Figure 1. Track usage over the die (run 1).
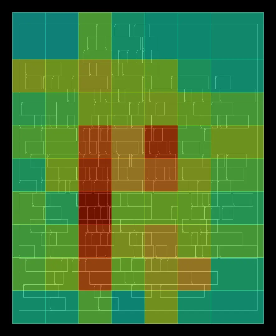
Figure 2. Signal wires on met2 (run 1).
(8 px per micron)
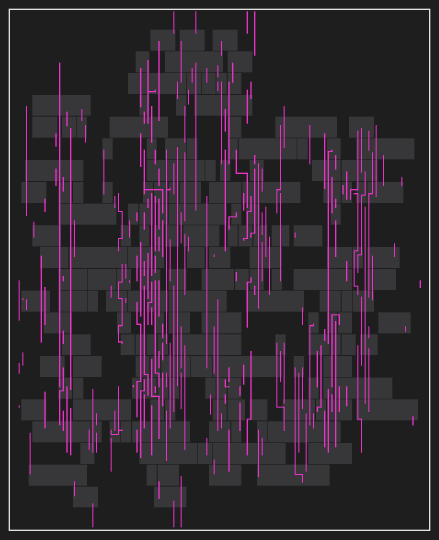
Figure 3. Routed metal per tile (run 1).
(6 px per micron) 10 x 13 tiles, from dark blue (low) to red (high), scaled to the fullest tile. Values are wire area over tile area, all layers added.
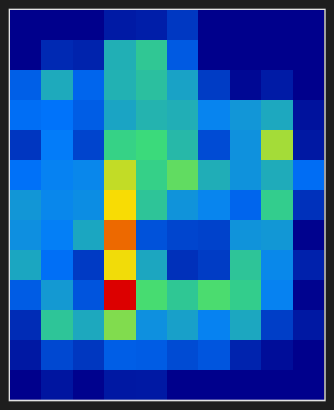
`config.mk`:
```
export PLATFORM = sky130hd
export DESIGN_NAME = shift_frame_ctrl
export DESIGN_NICKNAME = d
export VERILOG_FILES = /design/src/rtl/shift_frame_ctrl_pkg.sv /design/src/rtl/shift_frame_sreg.sv /design/src/rtl/shift_frame_ctrl.sv
export SDC_FILE = /design/constraint.sdc
export NUM_CORES = 1
export LEC_CHECK = 0
export ABC_AREA = 1
export CORE_ASPECT_RATIO = 1.25
export CORE_UTILIZATION = 35
export DETAILED_ROUTE_END_ITERATION = 10
export SETUP_SLACK_MARGIN = 0.3
export SLEW_MARGIN = 0
export SYNTH_ARGS = -nofsm -noshare
export SYNTH_HDL_FRONTEND = slang
export SYNTH_SLANG_ARGS = --single-unit
```
`constraint.sdc`:
```
create_clock -name clk -period 1.7 [get_ports clk]
set_clock_uncertainty 0.05 [all_clocks]
set_input_delay 0.17 -clock clk [delete_from_list [all_inputs] [get_ports clk]]
set_output_delay 0.17 -clock clk [all_outputs]
set_load 0.02 [all_outputs]
```
`src/rtl/shift_frame_ctrl_pkg.sv`:
```
// Shared definitions for the shift frame controller: FSM state encoding
// and a constant clog2 used to size the bit and divider counters.
package shift_frame_ctrl_pkg;

  typedef enum logic [1:0] {
    ST_IDLE  = 2'd0,
    ST_SHIFT = 2'd1,
    ST_DONE  = 2'd2
  } state_t;

  function automatic int clog2(input int value);
    int result;
    int rem;
    result = 0;
    rem    = value - 1;
    while (rem > 0) begin
      result = result + 1;
      rem    = rem >> 1;
    end
    return result;
  endfunction

endpackage

```
`src/rtl/shift_frame_sreg.sv`:
```
// WIDTH-bit frame shift register: parallel load, strobe-gated shift,
// serial in/out. Direction: MSB-first by default, LSB-first when
// SHIFT_FRAME_CTRL_LSB_FIRST_EN is defined.
module shift_frame_sreg #(
  parameter int WIDTH = 8
) (
  input  logic             clk,
  input  logic             rst,
  input  logic             load,
  input  logic [WIDTH-1:0] load_data,
  input  logic             ena,
  input  logic             sin,
  output logic             sout,
  output logic [WIDTH-1:0] data
);

  // Load has priority over shift; the controller never asserts both.
  always_ff @(posedge clk) begin
    if (rst) begin
      data <= '0;
    end else if (load) begin
      data <= load_data;
    end else if (ena) begin
`ifdef SHIFT_FRAME_CTRL_LSB_FIRST_EN
      data <= {sin, data[WIDTH-1:1]};
`else
      data <= {data[WIDTH-2:0], sin};
`endif
    end
  end

`ifdef SHIFT_FRAME_CTRL_LSB_FIRST_EN
  assign sout = data[0];
`else
  assign sout = data[WIDTH-1];
`endif

endmodule

```
`src/rtl/shift_frame_ctrl.sv`:
```
// Frame sequencer for a serial shift datapath: accepts a parallel word
// over valid/ready, shifts it out at one bit per DIV cycles while
// shifting sin in, then presents the received word with a valid pulse.
// Bit order follows SHIFT_FRAME_CTRL_LSB_FIRST_EN (see shift_frame_sreg).
//
// state    | meaning
// ---------+--------------------------------------------------------
// ST_IDLE  | waiting for tx_valid; tx_ready high, sout low
// ST_SHIFT | shifting; one shift_ena strobe every DIV cycles
// ST_DONE  | single cycle; received word captured on exit
module shift_frame_ctrl
  import shift_frame_ctrl_pkg::*;
#(
  parameter int WIDTH = 8,
  parameter int DIV   = 4
) (
  input  logic             clk,
  input  logic             rst,
  input  logic [WIDTH-1:0] tx_data,
  input  logic             tx_valid,
  output logic             tx_ready,
  input  logic             sin,
  output logic             sout,
  output logic             shift_ena,
  output logic             busy,
  output logic [WIDTH-1:0] rx_data,
  output logic             rx_valid
);

  localparam int BIT_W = clog2(WIDTH);
  localparam int DIV_W = (DIV > 1) ? clog2(DIV) : 1;
  localparam logic [BIT_W-1:0] BIT_LAST = BIT_W'(WIDTH - 1);
  localparam logic [DIV_W-1:0] DIV_LAST = DIV_W'(DIV - 1);

  state_t             state_q;
  state_t             state_d;
  logic [BIT_W-1:0]   bit_cnt;
  logic [DIV_W-1:0]   div_cnt;
  logic               load;
  logic               sreg_sout;
  logic [WIDTH-1:0]   sreg;

  shift_frame_sreg #(.WIDTH(WIDTH)) u_sreg (
    .clk       (clk),
    .rst       (rst),
    .load      (load),
    .load_data (tx_data),
    .ena       (shift_ena),
    .sin       (sin),
    .sout      (sreg_sout),
    .data      (sreg)
  );

  // State register.
  always_ff @(posedge clk) begin
    if (rst) state_q <= ST_IDLE;
    else     state_q <= state_d;
  end

  // Next state, handshake and strobe decode; unused encoding behaves as idle.
  always_comb begin
    state_d   = state_q;
    tx_ready  = 1'b0;
    busy      = 1'b0;
    load      = 1'b0;
    shift_ena = 1'b0;
    sout      = 1'b0;
    case (state_q)
      ST_SHIFT: begin
        busy = 1'b1;
        sout = sreg_sout;
        if (div_cnt == DIV_LAST) begin
          shift_ena = 1'b1;
          if (bit_cnt == BIT_LAST) state_d = ST_DONE;
        end
      end
      ST_DONE: begin
        busy    = 1'b1;
        state_d = ST_IDLE;
      end
      default: begin
        tx_ready = 1'b1;
        if (tx_valid) begin
          load    = 1'b1;
          state_d = ST_SHIFT;
        end
      end
    endcase
  end

  // Bit-period divider and bit counter; both wrap at their terminal value.
  always_ff @(posedge clk) begin
    if (rst || load) begin
      div_cnt <= '0;
      bit_cnt <= '0;
    end else if (state_q == ST_SHIFT) begin
      div_cnt <= (div_cnt == DIV_LAST) ? '0 : div_cnt + 1'b1;
      if (shift_ena) bit_cnt <= (bit_cnt == BIT_LAST) ? '0 : bit_cnt + 1'b1;
    end
  end

  // Capture the received word when leaving DONE and pulse rx_valid once.
  always_ff @(posedge clk) begin
    if (rst) begin
      rx_data  <= '0;
      rx_valid <= 1'b0;
    end else begin
      rx_valid <= (state_q == ST_DONE);
      if (state_q == ST_DONE) rx_data <= sreg;
    end
  end

endmodule

```
==> Changelog: implementation, run 1 <==
### Implementation results

* Status: completed
* Area delta synth->final at 41.3%
* Crit path cell chain: inv_2 > ha_4 > buf_6 > nand2_8 > buf_6 > inv_8 > nor2_8 > inv_4 > nor2_2
* Synthesized area at between 1000 and 1500 sq um
* Port buffer count at 24
* CTS Sinks at 24
* Cts bufs inserted at 3
* Leak at roughly 0.73 nW
* Max_cap viols at 0
* Antenna diode count at 0
* YS chip area at 1110 sq um
* Drt first pass iters at 4
* Syn avg cell area at between 7 and 8 sq um
* Dominant logic cell types in the final layout: nand2_1, dfxtp_1, nor2_1
* Family with the most delay on the worst path: buffers and inverters
* Period minus WS final at roughly 1.4 ns
* GPL Wtd Cong at 0.886
* Crit path DRT at ~1.9 ns
* Worst R2R Setup Slack at 0.30 ns
* CP max stage cell: dfxtp_4
* Clk buf depth at 2
* CP most frequent cell: buf_6
* Initial antenna violation count at 0
* Final tally of hold violations at 0
* Final Max Slew Viols at 0
* PwrDens at ~1500 nW/um^2
* Post-synthesis cell type count at 21
* Die area at ~3400 sq um
* Width of the die at roughly 52 microns
* CP endpoint kind: flip-flop
* Starting DRT DRC Count at 31
* Post-layout period usage at 0.824
* Largest net degree at the start of global routing at 14
* Vias in the first global route at slightly below 1000
* Slew HR at 0.816
* Antenna Nets Post-Route at 0
* Most numerous logic cell after layout: nand2_1
Back to the opening pictures, Figure 1:
GR Util All Layers: 0.158
M2 GR Usage: 0.259
Final Core Density: 0.527
GRT met1 Usage: 0.192

Back to the opening pictures, Figure 2:
wire length on this layer: 1210 microns
longest straight run: 40.5 microns
share of all routed wire: 49%
final wirelength: 2470 microns
vias: 1033

Back to the opening pictures, Figure 3:
mean over tiles: 0.11
densest ninth of the die: center
nearly empty tiles: 19%
tiles over half the peak: 7.7%
drt wl/cell: 11.5 microns

run 1: layer usage:
metal	up-vias	global-route usage	wire [microns]
met5	-	0	0
met3	4	0.0235	107
met4	0	0.0822	30
met1	470	0.192	1120
li1	533	-	-
met2	26	0.259	1210
run 1: final timing paths:
path	from	cells past startpoint	to
min	tx_data[7]	3	u_sreg.data[7]
max	state_q[0]	9	div_cnt[0]
max reg2reg	state_q[0]	9	div_cnt[0]
min reg2reg	div_cnt[1]	2	div_cnt[1]
run 1: area by class of cell:
cell class | instances | area (sq um) | share of cell area
Multi-Input combinational cell | 104 | 612 | 0.390
Sequential cell | 24 | 490 | 0.313
Timing Repair Buffer | 35 | 324 | 0.207
Inverter | 12 | 60.1 | 0.0383
Tap cell | 36 | 45.0 | 0.0287
Clock buffer | 4 | 36.3 | 0.0231
run 1: worst reg2reg max path, cell delays in order, from the launching register on:
cell	delay [ns]
dfxtp_4	0.40
inv_2	0.05
ha_4	0.27
buf_6	0.11
nand2_8	0.06
buf_6	0.14
inv_8	0.06
nor2_8	0.04
inv_4	0.08
nor2_2	0.04
run 1: report_power, final:
group / internal [mW] / switching (mW)
registers: 0.701 / 0.0961
logic: 0.546 / 0.669
clock network: 0.131 / 0.167
total: 1.38 / 0.933
run 1: flip-flops by register name (all words and copies together), names as in the netlist:
name         count
u_sreg.data      8
rx_data          8
state_q          2
bit_cnt          3
div_cnt          2
rx_valid         1
run 1: cell families after synthesis:
kind of cell	after synthesis	synth area share
fa+ha+maj	6	0.0676
compound gates	27	0.136
simple gates	71	0.284
flops	24	0.433
buf+inv	16	0.0789
run 1: stage by stage:
stage,total power [mW],area (sq um),std cells,setup WS (ns)
after floorplan,1.50,1120,144,0.314
after global placement,1.78,1410,205,0.152
after detailed placement,1.80,1410,205,0.127
after CTS,2.26,1520,214,0.222
after global routing,2.49,1570,215,0.233
final,2.31,1570,215,0.299
run 1: Yosys cell counts (all sizes together):
cell type | instances | area share
buf | 4 | 0.029
inv | 12 | 0.050
nand3 | 8 | 0.036
o211a | 1 | 0.0090
dfxtp | 24 | 0.43
nand2 | 42 | 0.15
nor2 | 19 | 0.083
nor3 | 1 | 0.0045
ha | 6 | 0.068
a21oi | 14 | 0.073
o21ai | 12 | 0.054
nor3b | 1 | 0.011
run 1: what timing repair did:
item                       CTS  global route
hold buffers                 0             0
pin swaps                    1             2
setup endpoints to repair   26            16
hold endpoints to repair     0             0
setup buffers                5             1
resized                     43            14
Figure 4. Pin placement (run 1).
(8 px per micron) Pins as bars across the die edge, other pins in gray.
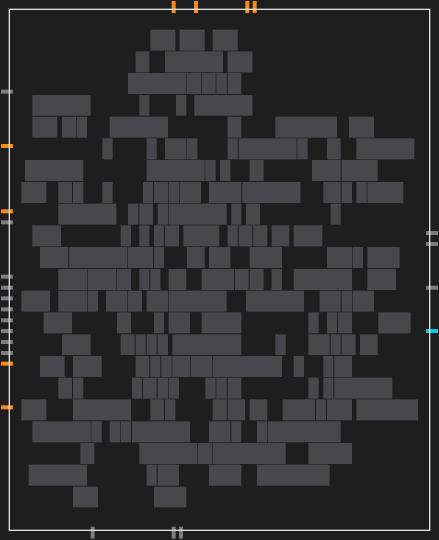

--- run 2 (diff from run 1) ---
Clock period 1.7 ns to 1.4 ns, I/O delays scaled along.
Figure 5. Pin placement (run 2).
(8 px per micron) Pins as bars across the die edge, other pins in gray.
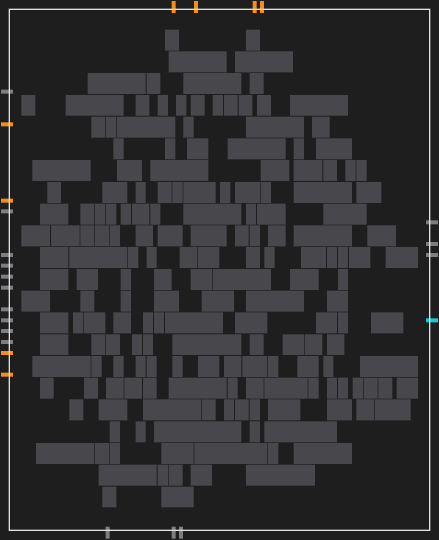
[orange] rx_data | pins: 8 | direction: output | edge: 4 left, 4 top
[cyan] sout | pins: 1 | direction: output | edge: right
all pins by edge: 14 left, 4 top, 4 right, 3 bottom
width of the die: 52.4 microns
port buffer count: 24

Figure 6. Track usage over the die (run 2).
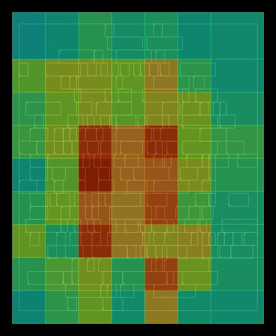
M2 GR Usage: 0.274
GRT met1 Usage: 0.190

==> run 2 against run 1 <==
Largest cell class unchanged; critical endpoint is now u_sreg.data[2]; total power rose by 31%; sequential power grew about 20%; non-clock buffer count is 3 higher; critical path type unchanged.
==> Changelog: implementation, run 2 <==
### Implementation results

* Placed Cells incl. Taps at 210 (+2.4%)
* GR Util All Layers at 0.160 (+0.00222)
* Drt wl/cell at 11.5 microns (+0.46%)
* Largest net degree at the start of global routing at 15 (+1)
* Reg2reg start: state_q[0]
* GPL Wtd Cong at 0.835 (-5.7%)
* Yosys top cell area share at 0.433 (unchanged)
* Die area at 3400 sq um (unchanged)
* Crit path DRT at 1.57 ns (-0.29 ns)
* Vias at 1050 (+1.6%)
* Antenna diode count at 0 (unchanged)
* Slew HR at 0.809 (-0.00650)
* Cell taking the most area after synthesis: dfxtp_1
* Worst R2R Setup Slack at 0.02 ns (-0.28 ns)
* Starting DRT DRC Count at 19 (-39%)
* PwrDens at 1880 nW/um^2 (+28%)
* Top-count cell post-synth: nand2_1
* Dominant logic cell types in the final layout: nand2_1, dfxtp_1, nor2_1
* Synth cell count leaders: nand2_1, dfxtp_1, nor2_1, a21oi_1, o21ai_0
* Vias in the first global route at 940 (-2.9%)
* Status: completed
* FF-to-FF path depth at 9 (unchanged)
* Leak at 0.729 nW (about the same)
* CP endpoint kind: flip-flop
* Most numerous logic cell after layout: nand2_1
* Cts bufs inserted at 3 (unchanged)
* Period minus WS final at 1.38 ns (-0.0185 ns)
* Dominant register cell: dfxtp_1
* Final Max Slew Viols at 0 (unchanged)
* Cell Count, Final, Fillers Out at 218 (+1.4%)
* Syn avg cell area at 7.71 sq um (unchanged)
* Worst Hold Path EP: u_sreg.data[7]
* Async S/R FF share, synth at 0 (unchanged)
* Post-synth EDFFs at 0 (unchanged)
* Synthesized area at 1110 sq um (unchanged)
## run 2: layout make-up
cell class | instances | area (sq um) | area share
multi-input cells | 104 | 649 | 0.403
flip-flops and latches | 24 | 488 | 0.303
repair buffers | 38 | 314 | 0.195
inverters | 12 | 62.6 | 0.0388
well taps | 36 | 45.0 | 0.0280
clock inverters | 1 | 30.0 | 0.0186
clock buffers | 3 | 22.5 | 0.0140
## run 2: critical path, stage by stage (launching register included)
cell     delay (ns)
dfxtp_4        0.39
inv_2          0.04
ha_4           0.26
buf_6          0.11
nand2_8        0.06
buf_6          0.14
nand2_2        0.05
nand2_1        0.04
nand2_1        0.08
a21oi_2        0.06
## run 2: power breakdown
part	switching [mW]	leakage, nW	total [mW]	internal [mW]
Clock	0.209	0.0279	0.499	0.289
Sequential	0.108	0.197	0.957	0.849
Combinational	0.872	0.504	1.58	0.710
## run 2: worst max path at each step
stage                from  cells past startpoint              to  slack (ns)
2_1_floorplan  state_q[0]                      8      bit_cnt[0]        0.05
3_3_place_gp   state_q[1]                      5       shift_ena        -0.1
3_5_place_dp   state_q[1]                      5       shift_ena       -0.11
4_1_cts        state_q[0]                      4            busy        0.02
5_1_grt        state_q[0]                      9      div_cnt[1]       -0.04
6_report       state_q[0]                      9  u_sreg.data[2]        0.02
## run 2: cells by family (layout without fill, tap and decap cells)
family,Yosys count,in the layout,share of synthesized area
and+or+nand+nor,71,71,0.284
DFF,24,24,0.433
AOI/OAI and AO/OA,27,27,0.136
adders and majority gates,6,6,0.0676
buffers and inverters,16,54,0.0789
## run 2: through the flow
step | worst slack [ns] | power, mW | setup TNS [ns] | area (sq um) | util
6_report | 0.0176 | 3.04 | 0 | 1610 | 0.542
5_1_grt | -0.0353 | 3.25 | -0.254 | 1610 | 0.542
4_1_cts | 0.0182 | 2.95 | 0 | 1570 | 0.527
3_5_place_dp | -0.112 | 2.29 | -0.579 | 1460 | 0.492
3_3_place_gp | -0.0952 | 2.27 | -0.267 | 1460 | 0.492
2_1_floorplan | 0.0458 | 1.86 | 0 | 1140 | -
## run 2: layer usage
| layer | global-route usage | part of all wire | up-vias |
|---|---|---|---|
| met3 | 0.0235 | 0.043 | 2 |
| met1 | 0.190 | 0.43 | 479 |
| met5 | 0 | 0 | - |
| met2 | 0.274 | 0.52 | 30 |
| met4 | 0.0724 | 0.0080 | 0 |
| li1 | - | - | 539 |
## run 2: repair_timing
action / 4_1_cts / 5_1_grt
setup endpoints to repair: 28 / 19
hold endpoints to repair: 0 / 0
gates resized: 81 / 10
pin swaps: 2 / 3
buffers inserted: 3 / 1
Power and IR drop assume default switching activity.
